==> src/rtl/mem_port_arbiter.sv <==
// ---------------------------------------------------------------------------
// mem_port_arbiter
// Shares one single-port synchronous memory between the instruction-fetch
// requester and the load/store requester. At most one access is granted per
// cycle. Data wins contention unless fetch has lost STARVE_LIMIT consecutive
// contended grants. Read data (one-cycle latency) is steered back to the
// requester that owned the read. Out-of-range requests are acknowledged but
// never reach the memory.
//
// Ports
//   clk, reset              clock, synchronous active-high reset
//   stall                   blocks new grants (outstanding reads still return)
//   inst_req/inst_addr      fetch request; inst_ack/inst_rvalid/inst_rdata
//   data_rd_req/data_wr_req load/store request with data_addr/wdata/wbyte;
//                           data_ack/data_rvalid/data_rdata
//   err_range, err_illegal  one-cycle error pulses in the ack cycle
//   mem_*                   memory strobes/addresses (word addressed),
//                           mem_read_data returns one cycle after the strobe
// ---------------------------------------------------------------------------
module mem_port_arbiter #(
  parameter int ADDR_WIDTH   = 18,
  parameter int STARVE_LIMIT = 4
) (
  input  logic        clk,
  input  logic        reset,
  input  logic        stall,
  input  logic        inst_req,
  input  logic [31:0] inst_addr,
  output logic        inst_ack,
  output logic        inst_rvalid,
  output logic [31:0] inst_rdata,
  input  logic        data_rd_req,
  input  logic        data_wr_req,
  input  logic [31:0] data_addr,
  input  logic [31:0] data_wdata,
  input  logic [3:0]  data_wbyte,
  output logic        data_ack,
  output logic        data_rvalid,
  output logic [31:0] data_rdata,
  output logic        err_range,
  output logic        err_illegal,
  output logic        mem_read_ready,
  output logic [29:0] mem_read_address,
  output logic        mem_write_ready,
  output logic [29:0] mem_write_address,
  output logic [31:0] mem_write_data,
  output logic [3:0]  mem_write_byte,
  input  logic [31:0] mem_read_data
);

  typedef enum logic [1:0] {
    OWN_NONE = 2'd0,
    OWN_INST = 2'd1,
    OWN_DATA = 2'd2
  } owner_e;

  localparam logic [3:0] LP_LIMIT = 4'(STARVE_LIMIT);

  // Any address bit at or above ADDR_WIDTH marks the access as unbacked.
  function automatic logic f_out_of_range(input logic [31:0] addr);
    f_out_of_range = |(addr >> ADDR_WIDTH);
  endfunction

  logic [3:0] r_starve_cnt;
  owner_e     r_rd_owner;
  logic       r_rd_oor;

  logic w_gnt_inst;
  logic w_gnt_data;
  logic w_is_store;
  logic w_is_load;
  logic w_inst_oor;
  logic w_data_oor;
  logic w_inst_rvalid;
  logic w_data_rvalid;
  logic w_unused;

  assign w_inst_oor = f_out_of_range(inst_addr);
  assign w_data_oor = f_out_of_range(data_addr);
  // Simultaneous rd+wr is treated as a store.
  assign w_is_store = w_gnt_data & data_wr_req;
  assign w_is_load  = w_gnt_data & ~data_wr_req;
  // Byte offsets are irrelevant to word-addressed memory.
  assign w_unused   = ^{inst_addr[1:0], data_addr[1:0]};

  // Grant decision: data priority unless fetch has starved to the limit.
  always_comb begin
    w_gnt_inst = 1'b0;
    w_gnt_data = 1'b0;
    if (reset || stall) begin
      w_gnt_inst = 1'b0;
      w_gnt_data = 1'b0;
    end else if ((data_rd_req || data_wr_req) &&
                 (!inst_req || (r_starve_cnt != LP_LIMIT))) begin
      w_gnt_data = 1'b1;
    end else if (inst_req) begin
      w_gnt_inst = 1'b1;
    end else begin
      w_gnt_inst = 1'b0;
      w_gnt_data = 1'b0;
    end
  end

  // Memory strobes; address/data lines stay at zero unless strobed.
  always_comb begin
    mem_read_ready    = 1'b0;
    mem_read_address  = 30'd0;
    mem_write_ready   = 1'b0;
    mem_write_address = 30'd0;
    mem_write_data    = 32'd0;
    mem_write_byte    = 4'd0;
    if (w_is_store && !w_data_oor) begin
      mem_write_ready   = 1'b1;
      mem_write_address = data_addr[31:2];
      mem_write_data    = data_wdata;
      mem_write_byte    = data_wbyte;
    end else if (w_is_load && !w_data_oor) begin
      mem_read_ready   = 1'b1;
      mem_read_address = data_addr[31:2];
    end else if (w_gnt_inst && !w_inst_oor) begin
      mem_read_ready   = 1'b1;
      mem_read_address = inst_addr[31:2];
    end else begin
      mem_read_ready  = 1'b0;
      mem_write_ready = 1'b0;
    end
  end

  assign inst_ack    = w_gnt_inst;
  assign data_ack    = w_gnt_data;
  assign err_range   = (w_gnt_data & w_data_oor) | (w_gnt_inst & w_inst_oor);
  assign err_illegal = w_gnt_data & data_rd_req & data_wr_req;

  // Starvation counter and read-owner tag for the next-cycle response.
  always_ff @(posedge clk) begin
    if (reset) begin
      r_starve_cnt <= 4'd0;
      r_rd_owner   <= OWN_NONE;
      r_rd_oor     <= 1'b0;
    end else begin
      if (!inst_req || w_gnt_inst) begin
        r_starve_cnt <= 4'd0;
      end else if (w_gnt_data && (r_starve_cnt != LP_LIMIT)) begin
        r_starve_cnt <= r_starve_cnt + 4'd1;
      end else begin
        r_starve_cnt <= r_starve_cnt;
      end

      if (w_gnt_inst) begin
        r_rd_owner <= OWN_INST;
        r_rd_oor   <= w_inst_oor;
      end else if (w_is_load) begin
        r_rd_owner <= OWN_DATA;
        r_rd_oor   <= w_data_oor;
      end else begin
        r_rd_owner <= OWN_NONE;
        r_rd_oor   <= 1'b0;
      end
    end
  end

  // Reset in the response cycle drops the pending reply; out-of-range
  // reads still pulse rvalid but return zero.
  assign w_inst_rvalid = (r_rd_owner == OWN_INST) & ~reset;
  assign w_data_rvalid = (r_rd_owner == OWN_DATA) & ~reset;
  assign inst_rvalid   = w_inst_rvalid;
  assign data_rvalid   = w_data_rvalid;
  assign inst_rdata    = (w_inst_rvalid && !r_rd_oor) ? mem_read_data : 32'd0;
  assign data_rdata    = (w_data_rvalid && !r_rd_oor) ? mem_read_data : 32'd0;

endmodule

==> config.mk <==
export PLATFORM = sky130hd
export DESIGN_NAME = mem_port_arbiter
export DESIGN_NICKNAME = d
export VERILOG_FILES = /design/src/rtl/mem_port_arbiter.sv
export SDC_FILE = /design/constraint.sdc
export NUM_CORES = 1
export LEC_CHECK = 0
export ABC_AREA = 1
export CORE_AREA = 3 3 117 119
export CTS_CLUSTER_SIZE = 25
export DETAILED_ROUTE_END_ITERATION = 8
export DIE_AREA = 0 0 120 122
export DONT_BUFFER_PORTS = 1
export GPL_TIMING_DRIVEN = 0
export HOLD_SLACK_MARGIN = 0.15
export MAX_ROUTING_LAYER = met4
export PLACE_DENSITY = 0.3
export SETUP_SLACK_MARGIN = 0.02
export SLEW_MARGIN = 10
export SYNTH_ARGS = -nofsm -noshare
export SYNTH_HDL_FRONTEND = slang
export SYNTH_SLANG_ARGS = --single-unit
==> constraint.sdc <==
create_clock -name clk -period 1.7 [get_ports clk]
set_input_delay 0.34 -clock clk [delete_from_list [all_inputs] [get_ports clk]]
set_output_delay 0.34 -clock clk [all_outputs]
set_load 0.01 [all_outputs]
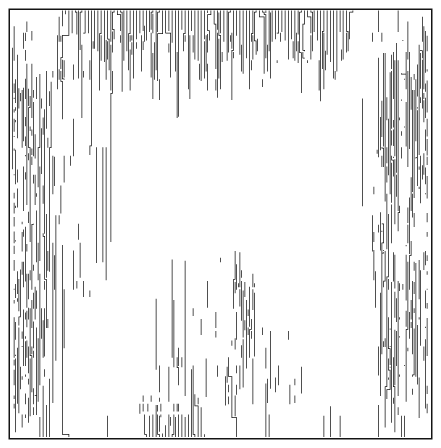
**Above:** run 1 (signal wires on met2).
The wires run mostly vertical. 510 nets have wire on it. The layer holds 59% of the routed length. The layer carries 5460 um of wire. The longest straight run is 53.9 um.
DRT Wirelength: 9225 um
met2 Use GR: 21.32%
vias: 2331

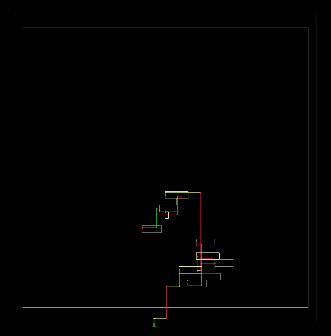
**Above:** run 1 (the clock network).
clock sinks: 7
final-layout clock buffer total: 4

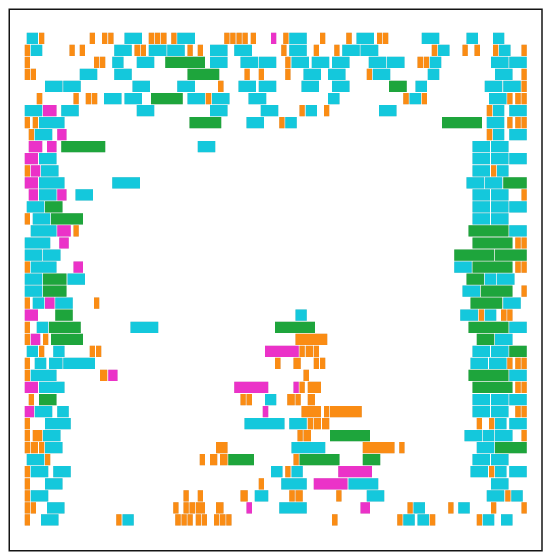
**Above:** run 1 (sizing map).
Key: green = x6 and larger [cells 35, share 8.2%, most used clkbuf_16]; magenta = x2 [cells 27, share 6.3%, most used nand2_2]; orange = x1 and smaller [cells 181, share 42%, most used inv_1]; cyan = x3 and x4 [cells 183, share 43%, most used nor2_4]
Final WS setup: -0.3548 ns
area delta synth->final: 111.9%

[run 1: logic make-up (layout without fill, tap and decap cells)]
| kind of cell | count (synthesis) | in the layout | share of synthesized area [%] |
|---|---|---|---|
| buffers and inverters | 141 | 174 | 37.52 |
| adders and majority gates | 2 | 2 | 1.357 |
| and+or+nand+nor | 189 | 190 | 43.76 |
| xor gates and xnor gates | 1 | 1 | 0.4750 |
| AOI/OAI and AO/OA | 24 | 24 | 9.091 |
| other | 1 | 28 | 0.2033 |
| DFF | 7 | 7 | 7.598 |
[run 1: flip-flops by register name, summed over array words and instances, names as in the netlist]
name	flops
r_starve_cnt	4
r_rd_owner	2
r_rd_oor	1
[run 1: synth_stat cells]
master	instances	area (um^2)
nand4_2	1	12.51
o21ai_0	9	45.04
buf_6	7	78.83
a21oi_1	4	20.02
inv_1	98	367.9
nand3_1	7	35.03
nor3b_1	1	7.510
nand4_1	1	6.260
inv_2	1	3.750
o21ai_2	9	78.83
ha_1	2	25.02
a21oi_4	1	16.27
buf_4	28	210.2
nor2_4	1	11.26
or2_4	1	8.760
dfxtp_1	7	140.1
and2_1	1	6.260
nor2_2	5	31.28
clkbuf_1	6	22.52
nand2_1	32	120.1
xor2_1	1	8.760
o31ai_1	1	7.510
nor2_1	135	506.7
nand2_2	1	6.260
nand3_4	2	35.03
nand3b_4	1	20.02
inv_6	1	8.760
conb_1	1	3.750
[run 1: timing repair]
action                     in CTS  in global routing
resized                       221                 75
pin swaps                      11                 14
buffers inserted               12                  9
gates cloned                    7                  4
setup endpoints to repair     136                138
[run 1: where the power goes]
group	leakage [uW]	total [uW]	switching [uW]	internal [uW]
registers	0.0000587	172	2.18	170
logic	0.00167	376	251	125
clock network	0.0000382	401	88.9	312
==> GITHUB_STEP_SUMMARY, run 1 <==
### Flow metrics

| Metric | Value |
|---|---|
| Outcome | `complete, but fails checks` |
| Violated checks | `setup timing` |
| Layout clock area frac | `2.017%` |
| CP most frequent cell | `nand2_2` |
| Seq/total area | `between 3 and 4%` |
| Full die area | `14640 um^2` |
| Number of CTS-inserted buffers | `3` |
| Final hold viol count | `0` |
| Most numerous logic cells after layout | `119 x nor2_4, 94 x inv_1, 40 x buf_4` |
| Vias in the first global route | `2231` |
| Count of final max-slew check failures | `0` |
| Drc violations | `0` |
| Clock Pin Slew Worst Setup and Hold Paths | `0.04 ns` |
| Met3 usage | `1.950%` |
| Hold_ws | `0.1787 ns` |
| Worst-case reg-to-reg path depth | `10` |
| Crit path buf inv count | `3` |
| Hold WC Path Type | `in -> reg` |
| GRT Util Overall | `10.39%` |
| Stages on worst setup path | `9` |
| Crit end category | `primary output` |
| IO buf count | `0` |
| Syn_area_per_cell | `5.053 um^2` |
| Worst Path Required | `1.36 ns` |
| Design Area, Final | `3909 um^2` |
| Hold depth | `1` |
| Synth cell types | `28` |
| N_taps | `about 170` |
| Clock latency on the worst-skew pair | `around 0.23 ns` |
| Layout cell share with drive strength beyond 1 | `57.51%` |
| Met1 WL | `2908 um` |
| Synth Instances | `365` |
| Initial antenna violation count | `0` |
| Flip-flops | `7` |
| WS Path Type | `reg -> out` |
| Min-delay src | `data_wr_req` |
| Clock skew | `0.0006837 ns` |
| CTS tree | `done` |
| Signal buffers | `around 70` |
| Final cell count without fillers | `598` |
| Global placement routability congestion | `0.7379` |
| Crit path DAT | `roughly 1.7 ns` |
| CP startpoint | `r_starve_cnt[0]$_SDFFE_PP0P_` |
| OpenROAD warning count | `33` |
| CTS Hold Bufs | `0` |
| Cells after DPL | `564` |
| Setup violations, final | `101` |
| VDD IR-drop max | `roughly 0.26 mV` |
| Final Critical Period | `2.055 ns` |
| Grt met1 use | `around a tenth` |
| Total power | `between 900 and 1000 uW` |
| IO Pins | `306` |
| Startpoint Class | `flop` |
| Synthesized area | `1844 um^2` |
| Width of the die | `~120 um` |
| Largest net degree at the start of global routing | `11` |
| Ys Warns | `0` |
| Crit-path slowest cell | `dfxtp_2` |
| Non-clock inverters | `100` |
| Final WS setup | `-0.3548 ns` |
--- run 2 (diff from run 1) ---
- TNS_END_PERCENT: default -> 100
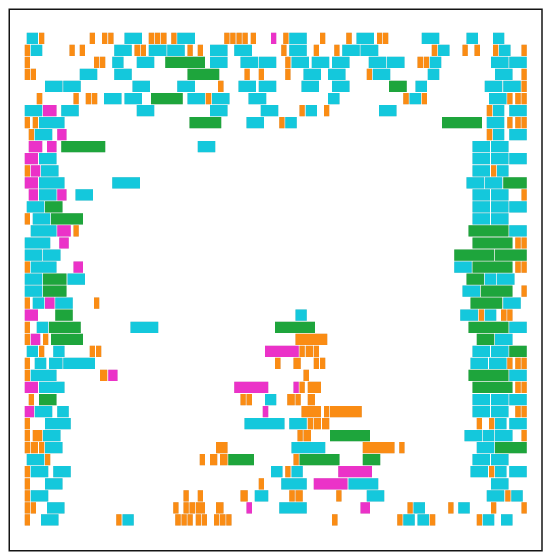
**Above:** run 2 (sizing map).
Key: magenta = x2 [cells 27, share 6.3%, most used nand2_2]; orange = x1 and smaller [cells 181, share 42%, most used inv_1]; cyan = x3 and x4 [cells 183, share 43%, most used nor2_4]; green = x6 and larger [cells 35, share 8.2%, most used clkbuf_16]
Signal buffers: 70
Design Area, Final: 3909 um^2

==> GITHUB_STEP_SUMMARY, run 2 <==
### Flow metrics

| Metric | Value |
|---|---|
| Outcome | `complete, but fails checks (unchanged)` |
| Violated checks | `setup timing (unchanged)` |
| Synth logic family | `simple AND/OR/NAND/NOR gates (unchanged)` |
| Final #Nets | `567 (unchanged)` |
| Initial antenna violation count | `0 (unchanged)` |
| Clock buffer depth | `2 (unchanged)` |
| Area delta synth->final | `111.9% (unchanged)` |
| Post-Synth Adder-Cell Area | `1.357% (unchanged)` |
| #FFs+latches synth | `7 (unchanged)` |
| Final hold viol count | `0 (unchanged)` |
| ANT cells | `0 (unchanged)` |
| Mux contribution to synthesized area | `0% (unchanged)` |
| Startpoint Class | `flop (unchanged)` |
| Drc violations | `0 (unchanged)` |
| Worst Path Required | `1.36 ns (about the same)` |
| Post-synthesis simple-gate area fraction | `43.76% (unchanged)` |
| Most numerous logic cells after layout | `119 x nor2_4, 94 x inv_1, 40 x buf_4 (unchanged)` |
| FF-to-FF Start | `r_starve_cnt[0]$_SDFFE_PP0P_ (unchanged)` |
| EDFF count, synth | `0 (unchanged)` |
| Dpl cell area | `2298 um^2 (unchanged)` |
| Core outline area | `12670 um^2 (unchanged)` |
| YS chip area | `1844 um^2 (unchanged)` |
| CTS Hold Bufs | `0 (unchanged)` |
| P_leak | `0.001771 uW (unchanged)` |
| WS Path Type | `reg -> out (unchanged)` |
| # resized after CTS | `221 (unchanged)` |
| Synth Instances | `365 (unchanged)` |
| Max_cap viols | `0 (unchanged)` |
| CP top delay family | `AND-OR/OR-AND gates (unchanged)` |
| CTS root buf | `clkbuf_16 (unchanged)` |
| Crit path DAT | `1.71 ns (about the same)` |
| Largest net degree at the start of global routing | `11 (unchanged)` |
| Row count | `41 (unchanged)` |
| Vias per inst | `3.898 (unchanged)` |
| Hpwl dp | `6827 um (unchanged)` |
| Reg with most FFs | `r_starve_cnt (unchanged)` |
| AO/OA Area Share | `9.091% (unchanged)` |
| Synthesized area | `1844 um^2 (unchanged)` |
| Post-CTS setup buffers | `12 (unchanged)` |
| Grt ovf | `0 (unchanged)` |
| Syn_area_per_cell | `5.053 um^2 (unchanged)` |
| Final WS setup | `-0.3548 ns (unchanged)` |
| GRT Util Overall | `10.39% (unchanged)` |
| FP Util | `14.56% (unchanged)` |
| Cell total in the yosys stat output | `365 (unchanged)` |
| Biggest regs | `r_starve_cnt (4), r_rd_owner (2), r_rd_oor (1) (unchanged)` |
| Register share after synthesis | `7.598% (unchanged)` |
| Dominant register cell | `dfxtp_1 (unchanged)` |
| Synth cell count leaders | `135 x nor2_1, 98 x inv_1, 32 x nand2_1 (unchanged)` |
| Clock latency on the worst-skew pair | `0.23 ns (about the same)` |
| Clock sinks | `7 (unchanged)` |
| Synth top cell by count | `nor2_1 (unchanged)` |
| Max Clock Freq | `486.7 MHz (unchanged)` |
| Crit path cell chain | `inv_2 -> ha_4 -> nand4_4 -> a21oi_4 -> nand2_2 -> clkinv_4 -> buf_8 -> nand2_2 -> o21ai_2 (unchanged)` |
| Crit end category | `primary output (unchanged)` |
| Delay of the slowest critical-path stage | `0.31 ns (about the same)` |
| Hold endpoint | `r_rd_owner[1]$_SDFF_PP0_ (unchanged)` |
| Max reg flops | `4 (unchanged)` |
| Width of the die | `120 um (unchanged)` |
| Die Ht | `122 um (unchanged)` |
| Full die area | `14640 um^2 (unchanged)` |
| Final Critical Period | `2.055 ns (unchanged)` |
| Clock skew | `0.0006837 ns (unchanged)` |
| Yosys xor share | `0.4749% (unchanged)` |
| IO Pins | `306 (unchanged)` |
| Min-delay src | `data_wr_req (unchanged)` |
| Top cell area share | `27.48% (unchanged)` |
| Pwr dens | `242.7 nW/um^2 (unchanged)` |
| Yosys top cell by area | `nor2_1 (unchanged)` |
| Layout cell share with drive strength beyond 1 | `57.51% (unchanged)` |
| IO buf count | `0 (unchanged)` |
| Final cell count without fillers | `598 (unchanged)` |
| VDD IR-drop max | `0.2619 mV (unchanged)` |
| Synth async-reset ratio | `0% (unchanged)` |
| OpenROAD warning count | `33 (unchanged)` |
| First-pass GRT wire length | `11930 um (unchanged)` |
| Vias | `2331 (unchanged)` |
| Reg2reg end | `r_starve_cnt[1]$_SDFFE_PP0P_ (unchanged)` |
| Clock Pin Slew Worst Setup and Hold Paths | `0.04 ns (about the same)` |
| Routed Antenna Nets | `0 (unchanged)` |
| Vias in the first global route | `2231 (unchanged)` |
| RSZ-0062 raised after global routing | `yes (unchanged)` |
| CP startpoint | `r_starve_cnt[0]$_SDFFE_PP0P_ (unchanged)` |
| CP most frequent cell | `nand2_2 (unchanged)` |
| Worst-case reg-to-reg path depth | `10 (unchanged)` |
| Pre-antenna DRT Iters | `3 (unchanged)` |
| Setup TNS | `-24.02 ns (unchanged)` |
| DRT Wirelength | `9225 um (unchanged)` |
| Top cells by area | `nor2_1 27%, inv_1 20%, buf_4 11% (unchanged)` |
| CTS tree | `done (unchanged)` |
| Reg-to-reg slack, setup | `0.15 ns (about the same)` |
| Period utilization | `120.9% (unchanged)` |
| DRT iter0 DRCs | `37 (unchanged)` |
| Hold depth | `1 (unchanged)` |
| Crit-path max FO | `6 (unchanged)` |
| H-tree levels | `1 (unchanged)` |
| Most used logic cell in the final layout | `nor2_4 (unchanged)` |
| Crit path buf inv count | `3 (unchanged)` |
| Cells after DPL | `564 (unchanged)` |
| Setup violations, final | `101 (unchanged)` |
| Global placement routability congestion | `0.7379 (unchanged)` |
| Crit-path slowest cell | `dfxtp_2 (unchanged)` |
| Number of CTS-inserted buffers | `3 (unchanged)` |
| Routed wire length per instance | `15.43 um (unchanged)` |
| Hold WC Path Type | `in -> reg (unchanged)` |
| Count of final max-slew check failures | `0 (unchanged)` |
| Ys Warns | `0 (unchanged)` |
| Hold_ws | `0.1787 ns (unchanged)` |
| Synth cell types | `28 (unchanged)` |
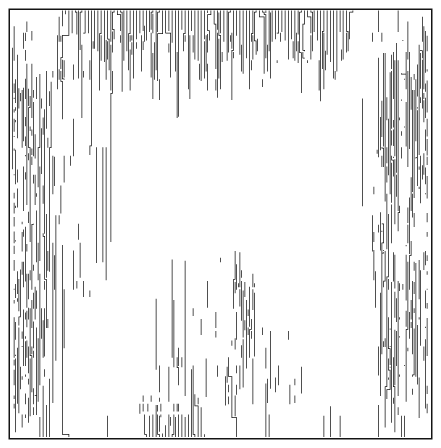
**Above:** run 2 (signal wires on met2).
The layer holds 59% of the routed length. The longest straight run is 53.9 um. The wires run mostly vertical. 510 nets have wire on it.

run 2: cell counts after synthesis:
No cell type changed its count.
run 2: per-layer routing:
layer / track usage [%] / share of wire (%)
met1: 10.10 / 32
met2: 21.32 / 59
met3: 1.950 / 8.9
met4: 1.861 / 0.48
met5: - / 0
run 2: cell type report:
type / instances / area [um^2]
Multi-Input combinational cell: 245 / 2208
Tap cell: 172 / 215.2
Sequential cell: 7 / 145.1
Clock buffer: 4 / 78.83
Inverter: 100 / 392.9
Buffer: 41 / 490.5
Fill cell: 1337 / 8762
Timing Repair Buffer: 29 / 377.9
run 2: how the worst max path moves through the flow:
stage | end | cells past startpoint
after floorplan | mem_read_address[10] | 9
after global placement | data_rdata[2] | 4
after detailed placement | data_rdata[2] | 4
after CTS | mem_read_address[14] | 9
after global routing | mem_read_address[6] | 9
final | mem_read_address[6] | 9
run 2: where the power goes:
| part | total, uW | switching (uW) | internal, uW |
|---|---|---|---|
| registers | 172 | 2.18 | 170 |
| logic | 376 | 251 | 125 |
| clock network | 401 | 88.9 | 312 |
run 2: logic make-up (layout without fill, tap and decap cells):
group / count (synthesis) / count (layout)
XOR/XNOR: 1 / 1
adder cells (fa/ha/maj): 2 / 2
other: 1 / 28
AND/OR/NAND/NOR: 189 / 190
buffers and inverters: 141 / 174
AND-OR/OR-AND: 24 / 24
flip-flops: 7 / 7
run 2: per-stage QoR:
step | total power [uW] | setup slack, ns | util (%)
after detailed placement | 403.9 | -0.5168 | 18.14
after floorplan | 372.6 | 0.02066 | -
final | 948.8 | -0.3548 | 30.85
after CTS | 914.6 | -0.3859 | 27.41
after global routing | 994.3 | -0.4394 | 30.85
after global placement | 403.1 | -0.5248 | 18.14
Power figures rest on the tool's default switching activity, not on a simulated workload.
